Design seq_magnitude_comparator, sky130hd; sources not shown.
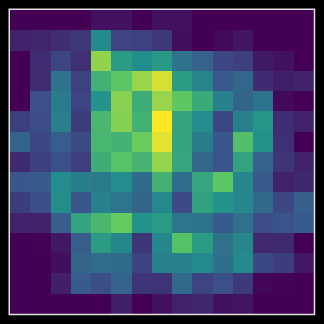
**Above:** signal metal coverage by tile.
Drawn at 4 px/um. The die is cut into 15 by 15 equal tiles; dark purple is low, yellow is high, scaled to the fullest tile. Values are wire area over tile area, all layers added.
The mean over all tiles is 0.16. The densest ninth of the die: middle. 20% of the tiles are over half the peak.
overall global routing resource usage: 0.197
detail-routed net length per standard cell: 14.2 um

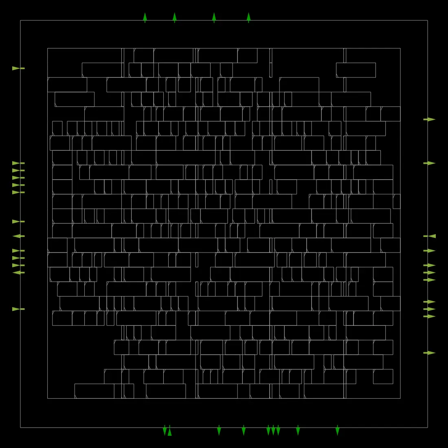
**Above:** cell placement.
Layout Utilization: 0.691
layout filler cell count: 371
Cell Count, Final, Fillers Out: 389
FFs & Latches: 46

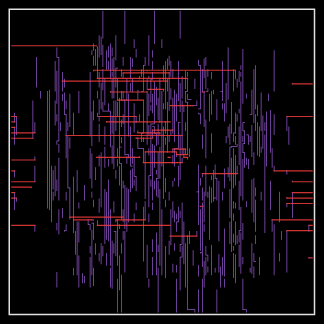
**Above:** signal wires by layer.
Drawn at 4 px/um. Two of the layers only.
Purple marks met2, wire length 2570 um. Red marks met3, wire length 406 um.
number of vias in the routed layout: 2186
final WL: 5540 um

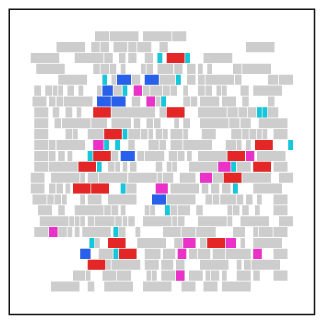
**Above:** logic cells by family.
Drawn at 4 px/um.
Cyan marks inverters, cells 21. Red marks adder and majority cells, cells 16. Blue marks AND-OR and OR-AND gates, cells 8. Magenta marks AND and OR gates, cells 13.
fraction of area in multi-input gates: 0.437
Commonest Layout Cell: dfxtp_1

==> reports/writeup.txt <==
The run finished with clean final reports. Sequential share of power: 0.409. The number of warnings issued by yosys is 0.

Proportion of layout cells with a drive suffix above 1: 0.101. Per the area breakdown, the dominant cell category is logic gates. The power report lists the sequential group at 0.757 mW. The boundary pin count was 37; the post-cts sizing count was 0.

The run gives 1.21 mW as the design internal power. Later-pin clock latency in the skew report: 0.31 ns. The area fraction in compound gates was 0.167; the multi-input combinational cell count was 204. Per the detail_route log, the uppermost layer with routed signals is met4. At the pin with the least slew margin, the transition time is 0.548 ns. Per the TritonCTS log, the buffer count is 5. The first global-routing pass estimated 9280 um of wire. Setup repair after global routing left no endpoint under its margin. The run gives 160 as the violation tally from detailed-route iteration zero. The horizontal die size works out to 75.9 um. With the number of logged tool warnings at 32, the final critical path time including I/O delays and setup is 2.33 ns. For the cell count listed in synth_stat.txt, the log shows 293. For the worst setup path, the data required time is 3.08 ns. With the area fraction in full adders, half adders and majority gates at 0.0823, the share of Yosys cell area claimed by the top area cell type is 0.378. The tools report the post-DP HPWL as 4200 um. The worst hold path stage count came out at 2.

The portion of the layout cell area used by non-clock buffers came out at 0.167. Once detail routing completed, the nets flagged for antenna violations numbered 0. The report counts max-capacitance violations totalling 0. The starting density of the core was 0.567; the worst-case hold slack was 0.370 ns.

Per the final timing report, the hold violations number 0. Combinational-cell power consumption: 0.628 mW. With the post-synthesis register bit count at 46, the clock network power is 0.465 mW. The run gives 0.339 as the combinational share of power. Inverter tally of the final layout excluding the clock network: 21. The clock H-tree reported by CTS has 2 levels.

STA classifies the critical path startpoint as a flop. The register with the most flip-flops in the layout has 8 of them. The fraction of met2 tracks used by global routing is 0.324.

The share of total power consumed by net switching came out at 0.348. The register-to-register setup slack was 0.62 ns; the power density relative to cell area was 624 mW/mm^2. Post-route met1 wirelength: 2480 um. The final-stage net count is 365, and the total nets after synthesis is 322.

In this run, synthesis inferred 0 flip-flops with an integrated enable. For the number of standard-cell rows in the floorplan, the log shows 24. The iteration count recorded for the first detailed-route pass is 4. Initial antenna violation count: 0. The worst hold-check path type is reg -> reg.

The via count of the first global-routing pass is 2049. Ranking logic cells in the layout by count gives the top entries dfxtp_1, clkdlybuf4s50_1, a21oi_1. The met2 routed wirelength is 2570 um, and the sum of met3 wire segment lengths after detailed routing is 405 um. The setup fix buffers added after clock tree synthesis was 0; the count of hold-fix buffers inserted at cts was 0. With the count of plain and timing-repair buffers in the layout at 58, the proportion of synthesized area in mux cells is 0.0391. The total count of max-transition violations in the final report is 0.

According to the CTS report, the clock sink count is 46. The commonest cells after synthesis are dfxtp_1, a21oi_1, nand2_1. The run gives 0.430 GHz as the peak clock frequency supported by timing.

Leading power group: sequential cells. Library cell occupying the most area in the post-synthesis netlist: dfxtp_1. With the max-slew headroom at the worst pin at 0.634, the average size of a mapped cell is 8.31 um^2.

TritonCTS built the clock tree. For the area occupied by multi-input gates, the log shows 0.00130 mm^2. The number of unique standard cell types used by synthesis is 44, and the area inside the core boundary is 0.00429 mm^2. The clock distribution area overhead in the final layout works out to 0.0367. The final critical-path share of the clock period is 0.788. Met3 usage in global routing: 0.0284. For the worst voltage drop across the vdd grid, the log shows 0.560 mV. Counting every instance in the synthesized netlist gives 293.

The average vias per placed instance works out to 5.62. The prevailing logic family in the synthesized netlist was simple AND/OR/NAND/NOR gates. Summing every instance area after synthesis gives 0.00243 mm^2.

According to the Yosys statistics, the synthesized design has a chip area of 0.00243 mm^2. In the post-synthesis netlist, the biggest area contributors are dfxtp_1, ha_1, a21oi_1, nand2_1, nor2_1. The sequential area share after synthesis was 0.378. The sequential portion of the cell area was 0.310. The cell count of the worst reg-to-reg path was 11. The maximum clock insertion buffer count was 2; the height of the die was 75.9 um. In this run the tool buffered the top-level ports with 36 buffer cells. The post-synthesis share of cell area spent on xor and xnor gates was 0.0216; the chip footprint was 0.00576 mm^2. The tools report the cell at the root of the clock tree as clkbuf_8.

The run gives 0.941 for the final weighted congestion in routability-driven placement. The worst setup path is captured at a flop. The final layout report lists a clock buffer count of 5. The layout report lists the combined flip-flop and latch area as 921 um^2. The part of the total power dissipated in the clock network was 0.251; the number of diodes was 0.

Setup total negative slack on the finished layout was measured at 0 ns. The CTS clock-pin slew for the worst setup and hold paths came out at 0.08 ns. Looking at the setup timing report, the critical path kind is reg -> reg.

The leakage power in the latest report is 1.11 nW. The most frequent cell after synthesis is dfxtp_1. The design received a total of 52 well taps at floorplan. Most crowded layer after global routing: met2. The share of synthesized registers carrying an async set or reset is 0, and the overall overflow remaining after global route is 0.

For this design the total switching power over the nets is 0.645 mW. The worst path arrival time is 2.46 ns, and the met1 usage is 0.241. Entering global routing, the biggest net connects 15 pins. The final-report setup violation count came out at 0.

Among all flip-flop cells after synthesis, the most frequent one is dfxtp_1. The area fraction in and, or, nand and nor cells after synthesis works out to 0.224. Max fanout on the critical path was recorded as 10. Relative to the synthesized area, the layout overhead comes to 22.0%. Per the detail_route report, DRC violations left total 0.
metrics by stage:
step / setup slack, ns / instances / instance area, um^2 / power (mW)
floorplan: 0.800 / 293 / 2430 / 1.22
global placement: 0.684 / 381 / 2860 / 1.37
detailed placement: 0.646 / 381 / 2860 / 1.39
CTS: 0.625 / 389 / 2970 / 1.85
global route: 0.475 / 389 / 2970 / 1.96
finish: 0.625 / 389 / 2970 / 1.85
critical path, cell delays in order, from the launching register on:
cell and delay [ns]:
dfxtp_1 0.30, buf_2 0.16, nor2b_1 0.12, a211oi_1 0.06, a211oi_1 0.31, inv_1 0.09, ha_1 0.34, nand2b_1 0.10
buf_6 0.14, nand3_4 0.07, or3_1 0.34, a21oi_1 0.14
Power figures rest on the tool's default switching activity, not on a simulated workload.
